## src/rtl/muldiv_pkg.sv

```systemverilog
// muldiv_pkg: shared definitions for the iterative multiply/divide unit and
// the decoder that drives its op field.
//   OP_*      : op encodings (bit 0 = signed, bit 1 = divide)
//   ST_*      : muldiv_unit FSM states
//   WIDTH_DEF : default operand width
package muldiv_pkg;
  localparam int WIDTH_DEF = 32;

  typedef enum logic [1:0] {
    OP_MULTU = 2'd0,
    OP_MULT  = 2'd1,
    OP_DIVU  = 2'd2,
    OP_DIV   = 2'd3
  } op_t;

  typedef enum logic [1:0] {
    ST_IDLE = 2'd0,
    ST_RUN  = 2'd1,
    ST_FIX  = 2'd2,
    ST_DONE = 2'd3
  } state_t;
endpackage

```

## src/rtl/muldiv_negate.sv

```systemverilog
// muldiv_negate: combinational conditional two's-complement negator.
//   in  [W-1:0] : value
//   en          : 1 = output -in, 0 = pass through
//   out [W-1:0] : result
module muldiv_negate #(
  parameter int W = 32
) (
  input  logic [W-1:0] in,
  input  logic         en,
  output logic [W-1:0] out
);
  assign out = en ? -in : in;
endmodule

```

## src/rtl/muldiv_unit.sv

```systemverilog
// muldiv_unit: iterative integer multiply/divide, one result bit per cycle.
// Signed ops run on operand magnitudes and are sign-corrected in FIX.
//   clk, reset : clock, synchronous active-high reset
//   start      : request, accepted only in IDLE
//   op         : OP_MULTU / OP_MULT / OP_DIVU / OP_DIV
//   a, b       : operand a / dividend, operand b / divisor
//   busy       : high outside IDLE
//   done       : one-cycle pulse, hi/lo valid from this cycle
//   hi, lo     : product upper/lower half, or remainder/quotient
module muldiv_unit
  import muldiv_pkg::*;
#(
  parameter int WIDTH = WIDTH_DEF
) (
  input  logic             clk,
  input  logic             reset,
  input  logic             start,
  input  logic [1:0]       op,
  input  logic [WIDTH-1:0] a,
  input  logic [WIDTH-1:0] b,
  output logic             busy,
  output logic             done,
  output logic [WIDTH-1:0] hi,
  output logic [WIDTH-1:0] lo
);
  localparam int CW = $clog2(WIDTH);

  state_t             state;
  op_t                op_q;
  logic               sa, sb, bz;
  logic [CW-1:0]      cnt;
  logic [WIDTH-1:0]   ma;   // |a|; reused as dividend/quotient shift register
  logic [WIDTH-1:0]   mb;   // |b|
  logic [2*WIDTH-1:0] acc;  // multiply accumulator, multiplier in low half
  logic [WIDTH-1:0]   rem;  // divider partial remainder (always < mb)

  // operand magnitudes, only for the signed ops
  logic [WIDTH-1:0] abs_a, abs_b;
  muldiv_negate #(.W(WIDTH)) u_neg_a (.in(a), .en(op[0] & a[WIDTH-1]), .out(abs_a));
  muldiv_negate #(.W(WIDTH)) u_neg_b (.in(b), .en(op[0] & b[WIDTH-1]), .out(abs_b));

  // multiply step: conditional add into the upper half with carry, then shift right
  logic [WIDTH:0]     mul_sum;
  logic [2*WIDTH-1:0] acc_nxt;
  assign mul_sum = {1'b0, acc[2*WIDTH-1:WIDTH]} + (acc[0] ? {1'b0, ma} : '0);
  assign acc_nxt = {mul_sum, acc[WIDTH-1:1]};

  // restoring divide step; the shifted remainder needs WIDTH+1 bits, the
  // restored one fits back in WIDTH bits because it is below mb
  logic [WIDTH:0]   rem_sh;
  logic             ge;
  logic [WIDTH-1:0] rem_nxt;
  assign rem_sh  = {rem, ma[WIDTH-1]};
  assign ge      = rem_sh >= {1'b0, mb};
  assign rem_nxt = ge ? (rem_sh[WIDTH-1:0] - mb) : rem_sh[WIDTH-1:0];

  // sign fixups; remainder follows the dividend, which also makes b==0 give hi=a
  logic [2*WIDTH-1:0] prod_fix;
  logic [WIDTH-1:0]   quo_fix, rem_fix;
  muldiv_negate #(.W(2*WIDTH)) u_neg_p (.in(acc), .en(op_q == OP_MULT && (sa ^ sb)), .out(prod_fix));
  muldiv_negate #(.W(WIDTH))   u_neg_q (.in(ma),  .en(op_q == OP_DIV  && (sa ^ sb)), .out(quo_fix));
  muldiv_negate #(.W(WIDTH))   u_neg_r (.in(rem), .en(op_q == OP_DIV  && sa),        .out(rem_fix));

  always_ff @(posedge clk) begin
    if (reset) begin
      state <= ST_IDLE;
      busy  <= 1'b0;
      done  <= 1'b0;
      hi    <= '0;
      lo    <= '0;
      cnt   <= '0;
    end else begin
      // registered pulse: lands in the cycle after the DONE state
      done <= (state == ST_DONE);
      case (state)
        ST_IDLE: if (start) begin
          op_q  <= op_t'(op);
          sa    <= a[WIDTH-1];
          sb    <= b[WIDTH-1];
          bz    <= (b == '0);
          ma    <= abs_a;
          mb    <= abs_b;
          acc   <= {{WIDTH{1'b0}}, abs_b};
          rem   <= '0;
          cnt   <= '0;
          busy  <= 1'b1;
          state <= ST_RUN;
        end
        ST_RUN: begin
          if (op_q[1]) begin
            rem <= rem_nxt;
            ma  <= {ma[WIDTH-2:0], ge};
          end else begin
            acc <= acc_nxt;
          end
          cnt <= cnt + 1'b1;
          if (cnt == CW'(WIDTH - 1)) state <= ST_FIX;
        end
        ST_FIX: begin
          if (op_q[1]) begin
            lo <= bz ? '1 : quo_fix;
            hi <= rem_fix;
          end else begin
            {hi, lo} <= prod_fix;
          end
          state <= ST_DONE;
        end
        default: begin
          busy  <= 1'b0;
          state <= ST_IDLE;
        end
      endcase
    end
  end
endmodule

```

## config.mk

```make
export PLATFORM = sky130hd
export DESIGN_NAME = muldiv_unit
export DESIGN_NICKNAME = d
export VERILOG_FILES = /design/src/rtl/muldiv_pkg.sv /design/src/rtl/muldiv_negate.sv /design/src/rtl/muldiv_unit.sv
export SDC_FILE = /design/constraint.sdc
export NUM_CORES = 1
export LEC_CHECK = 0
export CAP_MARGIN = 10
export CORE_UTILIZATION = 30
export DETAILED_ROUTE_END_ITERATION = 10
export SYNTH_ARGS = -nofsm -noshare
export SYNTH_HDL_FRONTEND = slang
export SYNTH_SLANG_ARGS = --single-unit
```

## constraint.sdc

```tcl
create_clock -name clk -period 6.3 [get_ports clk]
set_input_delay 1.26 -clock clk [delete_from_list [all_inputs] [get_ports clk]]
set_output_delay 1.26 -clock clk [all_outputs]
set_load 0.03 [all_outputs]
```

Fig. 1: track usage over the die
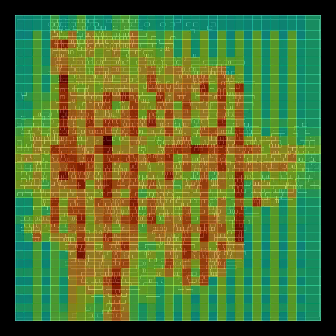
met2 GRT Util: 30.92%
final core occ: 36.04%

Fig. 2: clock network drawn from the DEF
Bar = 50 microns.
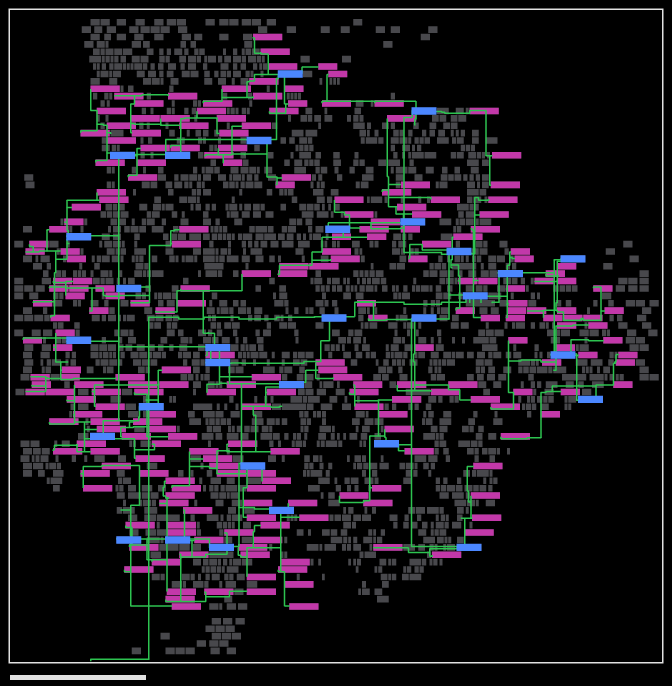
Key: green = clock wires [length 3,730 microns]; blue = cells driving clock nets [count 30]; magenta = flip-flops [count 238]
Position of the flops: spread over the die. There are 31 routed clock nets.

==> reports/qor.csv <==
metric;value;unit
start_kind;register;
end_kind;register;
power_clock;1.76;mW
die_x;239.8;microns
place.gp.congestion;0.9379;
clock_path_buffers;3;
nWellTaps;748;
grt_start_max_net_pins;76;
cp_max_fo;31;
clkLatencyLatePin;590;ps
synth_chip_area;16960;sq um
largest_class;multi-input combinational cells;
nonClkBufAreaFrac;7.204;%
power_combinational;4.57;mW
p_seq;3.05;mW
final_cell_mix;176 x nor2_1, 165 x edfxtp_1, 159 x nand2_1;
min_path_type;reg2reg;
diodes;0;
dp_hpwl;43.40;mm
ctsHoldBuffers;0;
wl_met2;25.74;mm
rsz0062_at_grt;no;
fmax;228.6;MHz
ant_nets;0;
n_all_buffers;148;
total_power;9.373;mW
place_area;18990;sq um
muxShareOfSynthArea;3.955;%
largest_reg_flops;64;
final_cell_area;20010;sq um
clockPowerShare;18.7;%
portBuffers;134;
routed.top_layer;met4;
syn_inst;1906;
num_vias;14860;
comb_share;49.65;%
outcome;finished clean;
setup_viol;0;
path_clk_slew;60;ps
Fig. 3: placement by cell class
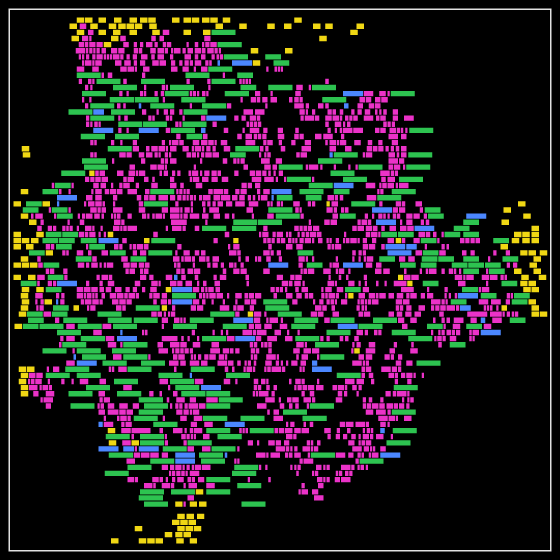
Key: magenta = all other logic [cells 1,569, share of their area 53%]; yellow = other buffers and delay cells [cells 148, share of their area 7.6%]; green = flip-flops [cells 238, share of their area 34%]; blue = clock drivers and dummy loads [cells 56, share of their area 5.3%]

Fig. 4: power grid
Pins as bars on the die edge. Tap cells in grey.
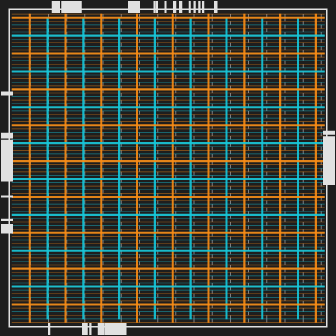
Key: orange = VSS; cyan = VDD
135 signal pins sit on the boundary. 17 straps on met5. 17 straps on met4. The core has 86 rows.

==> path summary, 6_finish.rpt <==
| check | from | to | slack, ps |
|---|---|---|---|
| max | acc[0] | acc[61] | 1930 |
| min | lo[23] | lo[23] | 440 |
| max reg2reg | acc[0] | acc[61] | 1930 |
| min reg2reg | lo[23] | lo[23] | 440 |
==> synth_stat cells, types with 3 or more instances <==
cell | count | area (sq um)
or3b_2 | 3 | 26.28
nor3_1 | 43 | 215.2
edfxtp_1 | 165 | 4955
nor4_1 | 20 | 125.1
nand2_1 | 159 | 596.8
buf_1 | 7 | 26.28
mux2_2 | 28 | 315.3
nand3_1 | 30 | 150.1
inv_1 | 68 | 255.2
nand4_1 | 21 | 131.4
o31a_1 | 3 | 26.28
clkbuf_1 | 87 | 326.6
or4_1 | 25 | 187.7
nor2b_1 | 11 | 68.82
and3_1 | 15 | 93.84
o21a_1 | 13 | 97.59
and2_1 | 37 | 231.5
a211oi_1 | 12 | 90.09
a21oi_1 | 148 | 740.7
o211ai_1 | 3 | 22.52
mux2i_1 | 34 | 340.3
or2_2 | 5 | 31.28
o22ai_1 | 12 | 75.07
o221ai_1 | 29 | 254.0
o211a_1 | 3 | 30.03
o31ai_1 | 38 | 285.3
dfxtp_1 | 73 | 1461
nand2b_1 | 36 | 225.2
a31oi_1 | 13 | 81.33
o21ai_0 | 156 | 780.8
ha_1 | 76 | 950.9
or3_1 | 15 | 93.84
a211o_1 | 6 | 52.55
nor2_1 | 178 | 668.1
xor2_1 | 105 | 919.6
o21bai_1 | 4 | 30.03
xnor2_1 | 126 | 1104
o41ai_1 | 19 | 166.4
a2111oi_0 | 3 | 26.28
a21o_1 | 29 | 217.7
==> tightest hold or removal path, cell delays in order, from the launching register on <==
cell	delay [ps]
dfxtp_1	310
nand2_1	50
nand2_1	40
